Design spi_sclk_engine, sky130hd; sources not shown.
### A small window of the routed layout

Window x 26 to 51, y 26 to 51 um. Cells in gray, sequential cells in the stronger gray; small squares are vias.
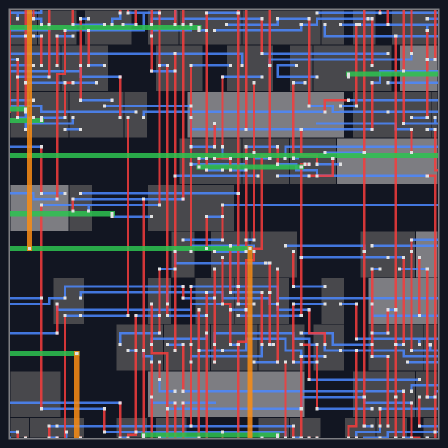
color	layer
green	metal 3
red	metal 2
blue	metal 1
orange	metal 4
cells with their middle in the window	47
sequential cells in the window	3
most frequent	o31ai_1 (5), nand2_1 (4), ha_1 (4)

### Register map, names as in the netlist

Scale: 4 px per um. Other sequential cells in the stronger gray, the rest of the logic in the fainter gray.
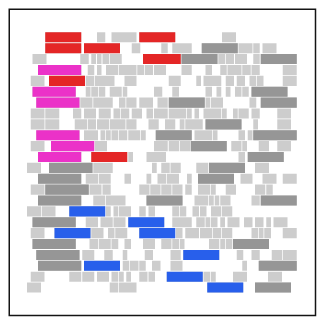
color	name in the netlist	sequential cells
blue	`r_div`	8
magenta	`r_num`	6
red	`r_edge`	7
final core occ: 0.687
register area: 1250 um^2
flip-flop and latch power: 924 uW
Seq area share: 0.414

### Drive-strength map

Scale: 6 px per um.
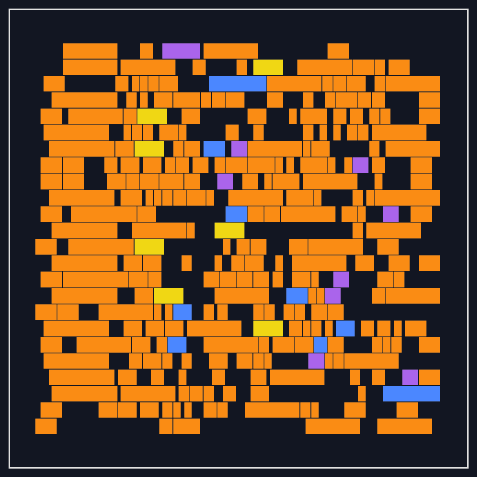
color	size	cells
blue	_2 cells	9
yellow	_6 and larger	7
purple	_3 and _4 cells	9
orange	_0 and _1 cells	261
Area growth syn-to-layout: 18.5%
Finished Cell Area: 3030 um^2

### Congestion heat map

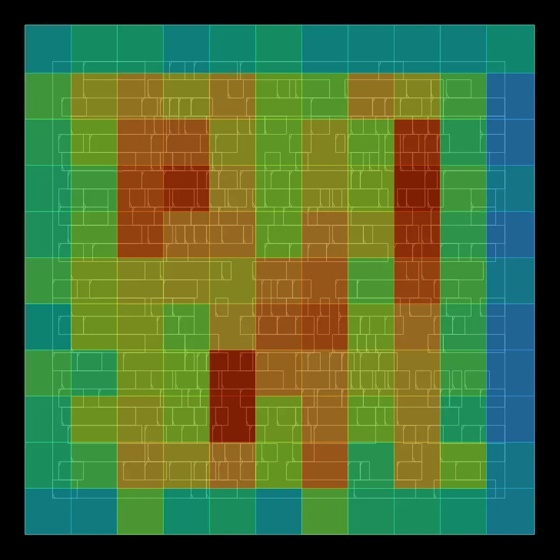
routed len/inst: 16.4 um
GR Util met3: 0.0437
met2 Use GR: 0.312
GRT busiest layer: met2

==> Slide: Implementation Results <==
Flow Results at a Glance

Synthesis
  • Top cells, area: dfrtp_1, edfxtp_1, o21ai_0, xnor2_1, ha_1
  • Yosys top cell by area: dfrtp_1
  • Mapped Avg Cell Area: 10.2 um^2

Critical path
  • Max FO, Critical Path: 8
  • WP buf/inv: 0
  • Crit-path cells: ha_1, nand3_1, or3_1, o2bb2ai_1, o31a_1, o31a_2

Die
  • Core ar.: 4410 um^2
  • Chip width: 76.2 um

Route
  • Highest routed metal layer: met4

Global route
  • Pin count of the biggest net entering global routing: 33
  • Initial antenna violation count: 0
  • Vias in the first global route: 1980

Final timing
  • Worst-Margin Slew: 648 ps
  • Setup Viol. Count Final: 0
  • Setup TNS: 0 ps

Pwr
  • Internal power: 1.48 mW
  • Comb pwr share: 0.429
  • Sw Pwr: 892 uW

Placement
  • DP HPWL: 4.13 mm

Outcome
  • Status: complete, no violations
==> power groups by stage <==
stage | Clock, mW | Sequential, mW | Combinational, mW
after floorplan | 0 | 0.922 | 0.657
after global placement | 0 | 0.930 | 1.01
after detailed placement | 0 | 0.935 | 1.02
after CTS | 0.442 | 0.922 | 1.02
after global routing | 0.473 | 0.941 | 1.13
final | 0.429 | 0.924 | 1.02
==> cells in the final DEF, fill, tap and decap left out, types with 7 or more instances in the layout <==
master,n
or3_1,8
ha_1,7
a21oi_1,13
o31ai_1,7
inv_1,8
nand2_1,17
dfrtp_1,30
clkdlybuf4s50_1,30
xnor2_1,13
buf_4,8
edfxtp_1,15
clkbuf_8,7
nor2_1,15
nand3_1,8
o21ai_0,23
==> final cells by class <==
cell class,instances,area [um^2],share of cell area
clock buffers,8,100,0.0330
inverters,8,30.0,0.00991
multi-input cells,185,1220,0.403
flip-flops and latches,47,1250,0.414
well taps,52,65.1,0.0215
repair buffers,38,360,0.119
==> what timing repair did <==
| action | CTS | global route |
|---|---|---|
| gates resized | 0 | 1 |
| hold buffers | 0 | 0 |
| buffers inserted | 0 | 0 |
| setup endpoints to repair | 0 | 3 |
==> kinds of logic after synthesis <==
kind of cell,synth area share
DFF,0.490
adders and majority gates,0.0342
buffers and inverters,0.0323
xor gates and xnor gates,0.0582
AOI/OAI and AO/OA,0.214
and+or+nand+nor,0.172
==> through the flow <==
| stage | std cells | setup WS [ps] | total power [mW] | hold WS, ps |
|---|---|---|---|---|
| after floorplan | 251 | 490 | 1.58 | 84.4 |
| after global placement | 330 | 224 | 1.94 | 294 |
| after detailed placement | 330 | 159 | 1.95 | 306 |
| after CTS | 338 | 126 | 2.39 | 319 |
| after global routing | 338 | 63.8 | 2.54 | 354 |
| final | 338 | 198 | 2.37 | 318 |
No activity file was given, so power comes from the tool's default toggle rates.
